[config.mk]
export PLATFORM = sky130hd
export DESIGN_NAME = uart_cmd_bridge_flat
export DESIGN_NICKNAME = d
export VERILOG_FILES = /design/src/rtl/uart_cmd_bridge_if.sv /design/src/rtl/uart_cmd_bridge.sv /design/src/flat_wrapper.sv
export SDC_FILE = /design/constraint.sdc
export NUM_CORES = 1
export LEC_CHECK = 0
export CAP_MARGIN = 20
export CORE_AREA = 2 2 75 77
export CTS_BUF_LIST = sky130_fd_sc_hd__clkbuf_4
export CTS_CLUSTER_SIZE = 30
export DETAILED_ROUTE_END_ITERATION = 7
export DIE_AREA = 0 0 77 79
export GPL_TIMING_DRIVEN = 1
export HOLD_SLACK_MARGIN = 0.15
export PLACE_DENSITY = 0.76
export SLEW_MARGIN = 20
export SYNTH_ARGS = -nofsm -noshare
export SYNTH_HDL_FRONTEND = slang
export SYNTH_SLANG_ARGS = --single-unit
[constraint.sdc]
create_clock -name clk -period 2 [get_ports clk]
set_input_delay 0.3 -clock clk [delete_from_list [all_inputs] [get_ports clk]]
set_output_delay 0.3 -clock clk [all_outputs]
set_load 0.005 [all_outputs]
[src/rtl/uart_cmd_bridge_if.sv]
// UART FIFO and register-bus signals shared by the command bridge and its peers.
// master = bridge side; slave = FIFO/register-file side.
interface uart_cmd_bridge_if #(parameter int W = 8);
  logic         rx_empty;
  logic [W-1:0] r_data;
  logic         rd_uart;
  logic         tx_full;
  logic [W-1:0] w_data;
  logic         wr_uart;
  logic [7:0]   reg_addr;
  logic [W-1:0] reg_wdata;
  logic         reg_wr;
  logic         reg_rd;
  logic [W-1:0] reg_rdata;

  modport master (
    input  rx_empty, r_data, tx_full, reg_rdata,
    output rd_uart, w_data, wr_uart, reg_addr, reg_wdata, reg_wr, reg_rd
  );

  modport slave (
    output rx_empty, r_data, tx_full, reg_rdata,
    input  rd_uart, w_data, wr_uart, reg_addr, reg_wdata, reg_wr, reg_rd
  );
endinterface

[src/rtl/uart_cmd_bridge.sv]
// UART command engine: parses 'W' addr data / 'R' addr from the RX FIFO,
// performs one register-bus access and pushes a one-byte response to TX.
module uart_cmd_bridge #(
  parameter int W       = 8,
  parameter int TIMEOUT = 200000,
  parameter int TW      = 18
) (
  input  logic               clk,
  input  logic               reset,
  uart_cmd_bridge_if.master  bus,
  output logic               busy,
  output logic               cmd_err
);

  typedef enum logic [2:0] {
    IDLE, GET_ADDR, GET_DATA, REG_WR, REG_RD, RD_WAIT, SEND
  } state_t;

  localparam logic [W-1:0]  OP_WR   = W'(8'h57);
  localparam logic [W-1:0]  OP_RD   = W'(8'h52);
  localparam logic [W-1:0]  RSP_OK  = W'(8'h4B);
  localparam logic [W-1:0]  RSP_BAD = W'(8'h3F);
  localparam logic [TW-1:0] TO_LAST = TW'(TIMEOUT - 1);

  state_t        state, state_n;
  logic          is_wr, is_wr_n;
  logic [7:0]    addr_q, addr_n;
  logic [W-1:0]  wdata_q, wdata_n;
  logic [W-1:0]  tx_q, tx_n;
  logic [TW-1:0] cnt, cnt_n;
  logic          pop, err;

  always_ff @(posedge clk or posedge reset) begin
    if (reset) begin
      state   <= IDLE;
      is_wr   <= 1'b0;
      addr_q  <= '0;
      wdata_q <= '0;
      tx_q    <= '0;
      cnt     <= '0;
    end else begin
      state   <= state_n;
      is_wr   <= is_wr_n;
      addr_q  <= addr_n;
      wdata_q <= wdata_n;
      tx_q    <= tx_n;
      cnt     <= cnt_n;
    end
  end

  always_comb begin
    state_n = state;
    is_wr_n = is_wr;
    addr_n  = addr_q;
    wdata_n = wdata_q;
    tx_n    = tx_q;
    cnt_n   = cnt;
    pop     = 1'b0;
    err     = 1'b0;
    case (state)
      IDLE: begin
        cnt_n = '0;
        if (!bus.rx_empty) begin
          pop = 1'b1;
          if (bus.r_data == OP_WR) begin
            is_wr_n = 1'b1;
            state_n = GET_ADDR;
          end else if (bus.r_data == OP_RD) begin
            is_wr_n = 1'b0;
            state_n = GET_ADDR;
          end else begin
            tx_n    = RSP_BAD;
            err     = 1'b1;
            state_n = SEND;
          end
        end
      end
      GET_ADDR, GET_DATA: begin
        if (!bus.rx_empty) begin
          pop   = 1'b1;
          cnt_n = '0;
          if (state == GET_ADDR) begin
            addr_n  = bus.r_data[7:0];
            state_n = is_wr ? GET_DATA : REG_RD;
          end else begin
            wdata_n = bus.r_data;
            state_n = REG_WR;
          end
        end else if (cnt == TO_LAST) begin
          // abandoned command: no response byte, no bus access
          err     = 1'b1;
          cnt_n   = '0;
          state_n = IDLE;
        end else if (cnt != '1) begin
          cnt_n = cnt + 1'b1;
        end
      end
      REG_WR: begin
        tx_n    = RSP_OK;
        state_n = SEND;
      end
      REG_RD:  state_n = RD_WAIT;
      RD_WAIT: begin
        tx_n    = bus.reg_rdata;
        state_n = SEND;
      end
      SEND: if (!bus.tx_full) state_n = IDLE;
      default: state_n = IDLE;
    endcase
  end

  // Reset forces the state to IDLE, where pop would follow rx_empty; gate
  // the Mealy strobes so nothing fires while reset is held.
  assign bus.rd_uart   = pop & ~reset;
  assign cmd_err       = err & ~reset;
  assign bus.wr_uart   = (state == SEND) && !bus.tx_full;
  assign bus.reg_wr    = (state == REG_WR);
  assign bus.reg_rd    = (state == REG_RD);
  assign bus.w_data    = tx_q;
  assign bus.reg_addr  = addr_q;
  assign bus.reg_wdata = wdata_q;
  assign busy          = (state != IDLE);

endmodule

[src/flat_wrapper.sv]
// flat-port wrapper written by rule: the top's interface ports become plain ports
module uart_cmd_bridge_flat 
#(
  parameter int W       = 8,
  parameter int TIMEOUT = 200000,
  parameter int TW      = 18
)
  (clk, reset, busy, cmd_err, bus_rx_empty, bus_r_data, bus_tx_full, bus_reg_rdata, bus_rd_uart, bus_w_data, bus_wr_uart, bus_reg_addr, bus_reg_wdata, bus_reg_wr, bus_reg_rd);
  uart_cmd_bridge_if #(.W(W)) bus_i ();
  input  logic clk;
  input  logic reset;
  output logic busy;
  output logic cmd_err;
  input wire logic [$bits(bus_i.rx_empty)-1:0] bus_rx_empty;
  input wire logic [$bits(bus_i.r_data)-1:0] bus_r_data;
  input wire logic [$bits(bus_i.tx_full)-1:0] bus_tx_full;
  input wire logic [$bits(bus_i.reg_rdata)-1:0] bus_reg_rdata;
  output wire logic [$bits(bus_i.rd_uart)-1:0] bus_rd_uart;
  output wire logic [$bits(bus_i.w_data)-1:0] bus_w_data;
  output wire logic [$bits(bus_i.wr_uart)-1:0] bus_wr_uart;
  output wire logic [$bits(bus_i.reg_addr)-1:0] bus_reg_addr;
  output wire logic [$bits(bus_i.reg_wdata)-1:0] bus_reg_wdata;
  output wire logic [$bits(bus_i.reg_wr)-1:0] bus_reg_wr;
  output wire logic [$bits(bus_i.reg_rd)-1:0] bus_reg_rd;
  assign bus_i.rx_empty = bus_rx_empty;
  assign bus_i.r_data = bus_r_data;
  assign bus_i.tx_full = bus_tx_full;
  assign bus_i.reg_rdata = bus_reg_rdata;
  assign bus_rd_uart = bus_i.rd_uart;
  assign bus_w_data = bus_i.w_data;
  assign bus_wr_uart = bus_i.wr_uart;
  assign bus_reg_addr = bus_i.reg_addr;
  assign bus_reg_wdata = bus_i.reg_wdata;
  assign bus_reg_wr = bus_i.reg_wr;
  assign bus_reg_rd = bus_i.reg_rd;
  uart_cmd_bridge #(.W(W), .TIMEOUT(TIMEOUT), .TW(TW)) u_core (.clk(clk), .reset(reset), .bus(bus_i), .busy(busy), .cmd_err(cmd_err));
endmodule
**Run 1: M2 wires**

Scale bar: 20 µm.
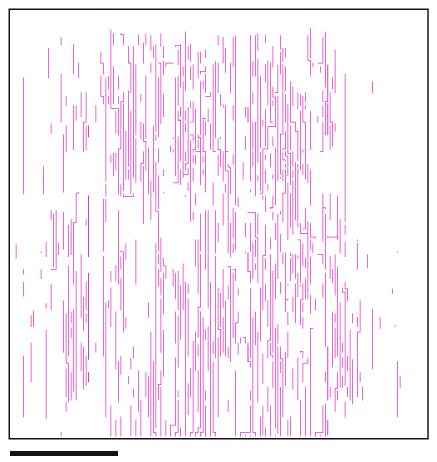
The longest straight run is 34.0 µm. The wires run mostly vertical.

**Run 1: routed metal, one color a layer**

Two of the layers only.
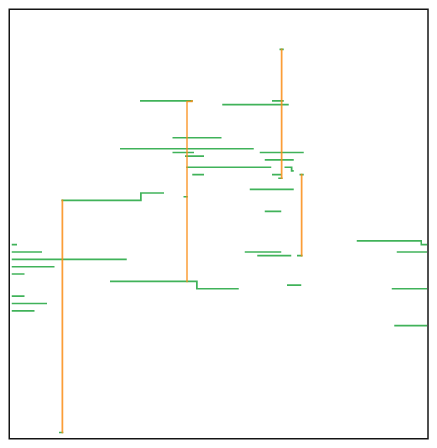
metal 4: shown in orange, wire length 116 µm. metal 3: shown in green, wire length 248 µm.

==> impl_metrics.toml, run 1 <==
# generated from flow reports
[status]
outcome = "finished, violations left"
failed_checks = "setup timing"

[cells_and_area]
largest_register_ffs = 18
layout.nets = 378
comb_area_um2 = 1250
biggestCellCategory = "multi-input combinational cells"
comb_share_pct = 34.7
fill_cells = 446
logic_gates = 181
antenna_cells = 0
sh_seq_area_pct = 31.9
stdcell_count = 430
flop-count = 46
clkbuf_count = 5
layout.nonclk_buf_share_pct = 28.7
area_growth_pct = 49.2
fin_util_pct = 67.7
drive_gt1_share_pct = 33.8
lay_top_count = "buf_4"
clk_share_pct = 1.76
final_cell_area_um2 = 3620
n_all_inverters = 5

[critical_path]
r2r-start = "u_core.cnt[0]"
rr_endpoint = "u_core.cnt[9]"
timing.critical_path.buf_inv = 1
r2r_slack_ns = -0.04
cp.depth = 6
crit_fanout = 3
worstSetupStartpointType = "flip-flop"
worst-setup-path-type = "reg2out"
cp-end-kind = "primary output"
arrival_ns = 1.83
slowest_stage = "dfrtp_1"
crit_path_end = "cmd_err"
crit_chain = "nor4b_2 -> and4_4 -> nand2_2 -> o22a_1 -> nor3_2 -> buf_2"
worstPathRequired_ns = 1.70
critical-path-top-delay-family = "simple AND/OR/NAND/NOR gates"
reg2reg_depth = 8

[logic_synthesis]
yosys-top-cells-area = "dfrtp_1 47%, mux2_2 7.4%, o21ai_0 4.5%"
ys.flops = 46
ys_chip_area_um2 = 2420
synthesis.nets = 262
yosys_most_used_dff = "dfrtp_1"
xor_share_pct = 0.361
ys_sh_adder_pct = 0.516
synth-edff-count = 0
yosysTopAreaCell = "dfrtp_1"
ys_sh_aoi_pct = 19.6
ys_warn_count = 0
synthCells = 241
ys_seq_share_pct = 47.5
simple_gate_area_share_pct = 20.7
mux_share_pct = 7.85
synthTopLogicFamily = "simple AND/OR/NAND/NOR gates"
netlist_area_um2 = 2420
netlist_top_cells_count = "46 x dfrtp_1, 22 x o21ai_0, 20 x nand2_1"
top_cell_area_share_pct = 47.5
synthArstFlopShare_pct = 100

[clock_network]
post_cts_resized = 12
clk_pin_slew_ns = 0.16
cts_hold_buffers = 0
worstSkewPairLatency_ns = 0.39
cts_tree = "built"
cts_post_setup_buffers_inserted = 3
cts_root_buf = "clkbuf_4"
clockBufferDepth = 2
cts.sinks = 46
htree_levels = 2

[power]
pwr-share-clk_pct = 12.5
comb_power_share_pct = 54.3
power.static_leakage_nw = 1.59
ir_worst_vdd_v = 0.000724
p_seq_mw = 1.34
p_seq_share_pct = 33.2
pg_clk_mw = 0.504
combinationalPower_mw = 2.20
pwr_density_cell_nw_per_um2 = 1120
netSwitchingPower_mw = 1.43
p_total_mw = 4.04

[die]
num_rows = 27
die_x_um = 77
die-area_um2 = 6080
fp-utilization_pct = 45.4
fp.dieH_um = 79
tap_cells = 72
core_area_um2 = 5340

[grt]
grt.busiest_layer = "met2"
grt_pass1_wl_um = 11100
antenna_found_initial = 0
grt_overflow = 0
grt_util_met1_pct = 29.4
gr-usage-met3_pct = 3.75
grt_usage_pct = 22.9
grt_pass1_vias = 2343
grt_max_degree = 26

[placement]
globalplace.congestion = 0.862
dp_cells = 416
io_buffers = 49

[final_timing]
worst_slew_pin_slew_ns = 0.490
finalCritPeriodShare_pct = 107
skew_ns = 0.0116
hold_violations = 0
clock.fmax_mhz = 469
post-route-min-period_ns = 2.13
maxSlewHeadroom_pct = 67.3
finalMaxSlewViolations = 0
grt_setup_unrepaired = "true"
setup_viol = 14
setup_ws_ns = -0.130
setup_tns_ns = -0.497

[drt]
drt-met1-wl_um = 2940
firstDrtPassIters = 4
met3WireLength_um = 248
routed.top_layer = "met4"
routed-via-count = 2366
drt_iter0_drc = 257
wirelength_um = 6610
post_drt_wl_per_cell_um = 15.4
wl_met2_um = 3310
postRouteAntennaNets = 0

[flow_run]
warning_count = 28
maxCapViolations = 0

[hold_path]
hold_path_class = "in2async"
**Run 1: wires at chosen ports, followed through buffers**

Scale bar: 20 µm.
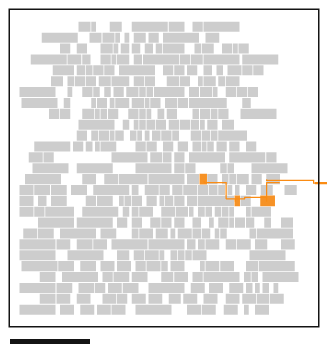
bus_tx_full: shown in orange, bits 1, direction input, edge east, end cells 3, buffers 1, wire 42.6 µm.

==> run 1 -> run 2 <==
- CORE_AREA: 2 2 75 77 -> 3 3 76 78
- DIE_AREA: 0 0 77 79 -> 0 0 79 81
- REMOVE_ABC_BUFFERS: not set -> 1
**Run 2: where the registers sit**

Other sequential cells in the stronger gray, the rest of the logic in the fainter gray.
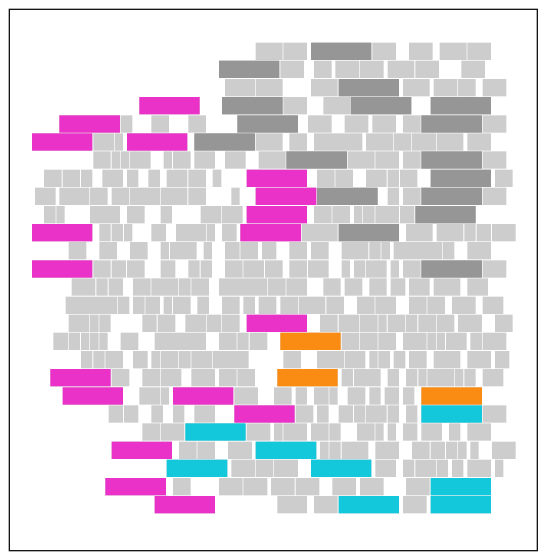
u_core.state: shown in orange, placed flops 3. u_core.cnt: shown in magenta, placed flops 18. u_core.bus.w_data: shown in cyan, placed flops 8.
Another 17 sequential cells are not colored.

**Run 2: M2 wires**

Scale bar: 20 µm.
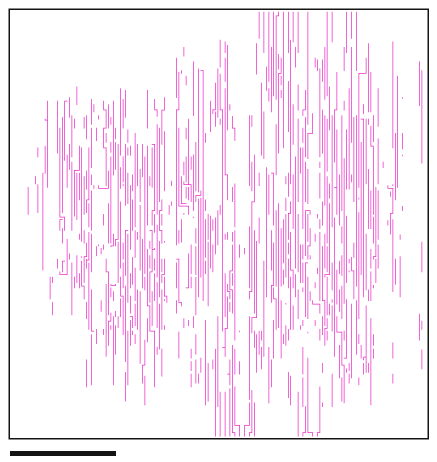
The longest straight run is 43.5 µm. The layer holds 53% of the routed length. The wires run mostly vertical.

**Run 2: routed metal, one color a layer**

Two of the layers only.
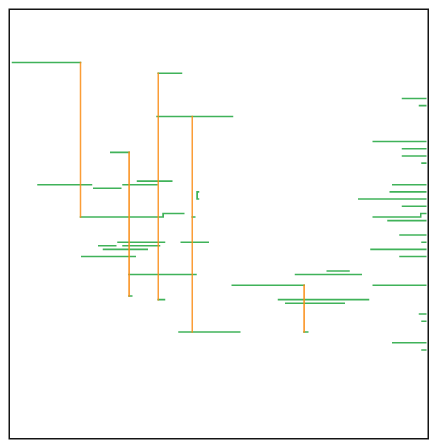
metal 3: shown in green, wire length 324 µm. metal 4: shown in orange, wire length 149 µm.

==> run 2 against run 1 <==
  * The flow still finishes with violations (setup timing)
  * Via count is 1.4% higher
  * Synthesized area stayed put
  * Sequential power hardly changed
  * Synthesized cell count stayed put
  * Register-to-register slack better by 0.04 ns
  * Critical path type unchanged
  * Highest routed layer unchanged
==> impl_metrics.toml, run 2 <==
# generated from flow reports
[cells_and_area]
lay_top_count = "buf_4"
layout.nets = 384
comb_share_pct = 34.7
comb_area_um2 = 1290
logic_gates = 181
n_all_inverters = 5
clk_share_pct = 1.59
antenna_cells = 0
area_growth_pct = 52.9
fin_util_pct = 72.1
clkbuf_count = 6
final_cell_area_um2 = 3710
flop-count = 46
sh_seq_area_pct = 31.1
fill_cells = 380
stdcell_count = 434
layout.nonclk_buf_share_pct = 29.7

[logic_synthesis]
netlist_top_cells_count = "46 x dfrtp_1, 22 x o21ai_0, 20 x nand2_1"
yosysTopAreaCell = "dfrtp_1"
ys_warn_count = 0
yosys-top-cells-area = "dfrtp_1 47%, mux2_2 7.4%, o21ai_0 4.5%"
ys_chip_area_um2 = 2420
xor_share_pct = 0.361
synthArstFlopShare_pct = 100
ys.flops = 46
synthCells = 241
ys_sh_aoi_pct = 19.6
synthTopLogicFamily = "simple AND/OR/NAND/NOR gates"
mux_share_pct = 7.85
simple_gate_area_share_pct = 20.7
yosys_most_used_dff = "dfrtp_1"

[final_timing]
finalCritPeriodShare_pct = 107
finalMaxSlewViolations = 0
setup_ws_ns = -0.133
setup_tns_ns = -0.137
grt_setup_unrepaired = "true"
worst_slew_pin_slew_ns = 0.634
skew_ns = 0.0116
clock.fmax_mhz = 469
post-route-min-period_ns = 2.13
hold_violations = 0
setup_viol = 2

[grt]
grt_pass1_vias = 2352
antenna_found_initial = 0
grt_util_met1_pct = 27.8
grt_usage_pct = 22.9
grt_pass1_wl_um = 11300
grt_overflow = 0

[clock_network]
htree_levels = 2
cts_tree = "built"
clk_pin_slew_ns = 0.14
cts_root_buf = "clkbuf_4"
post_cts_resized = 18
cts_post_setup_buffers_inserted = 3
worstSkewPairLatency_ns = 0.36
cts.sinks = 46
clockBufferDepth = 2

[power]
pwr_density_cell_nw_per_um2 = 1110
ir_worst_vdd_v = 0.000499
pwr-share-clk_pct = 11.0
power.static_leakage_nw = 1.65
p_total_mw = 4.12
pg_clk_mw = 0.452
netSwitchingPower_mw = 1.44
combinationalPower_mw = 2.31
p_seq_share_pct = 32.9

[placement]
globalplace.congestion = 0.866

[critical_path]
cp.depth = 6
r2r-start = "u_core.cnt[6]"
timing.critical_path.buf_inv = 1
arrival_ns = 1.83
worstPathRequired_ns = 1.70
slowest_stage = "dfrtp_1"
rr_endpoint = "u_core.cnt[12]"
crit_path_end = "cmd_err"
worstSetupStartpointType = "flip-flop"
r2r_slack_ns = 0
critical-path-top-delay-family = "simple AND/OR/NAND/NOR gates"
cp-end-kind = "primary output"
crit_chain = "nor4b_2 -> and4_1 -> nand2_1 -> o22a_1 -> nor3_2 -> buf_2"
reg2reg_depth = 7

[drt]
routed.top_layer = "met4"
routed-via-count = 2398
wl_met2_um = 3810
met3WireLength_um = 323
post_drt_wl_per_cell_um = 16.6
drt_iter0_drc = 139

[flow_run]
maxCapViolations = 0
warning_count = 27

[hold_path]
hold_path_class = "in2async"

[die]
num_rows = 26
fp-utilization_pct = 47.2
core_area_um2 = 5140
tap_cells = 70

[status]
failed_checks = "setup timing"
outcome = "finished, violations left"
No activity file was given, so power comes from the tool's default toggle rates.
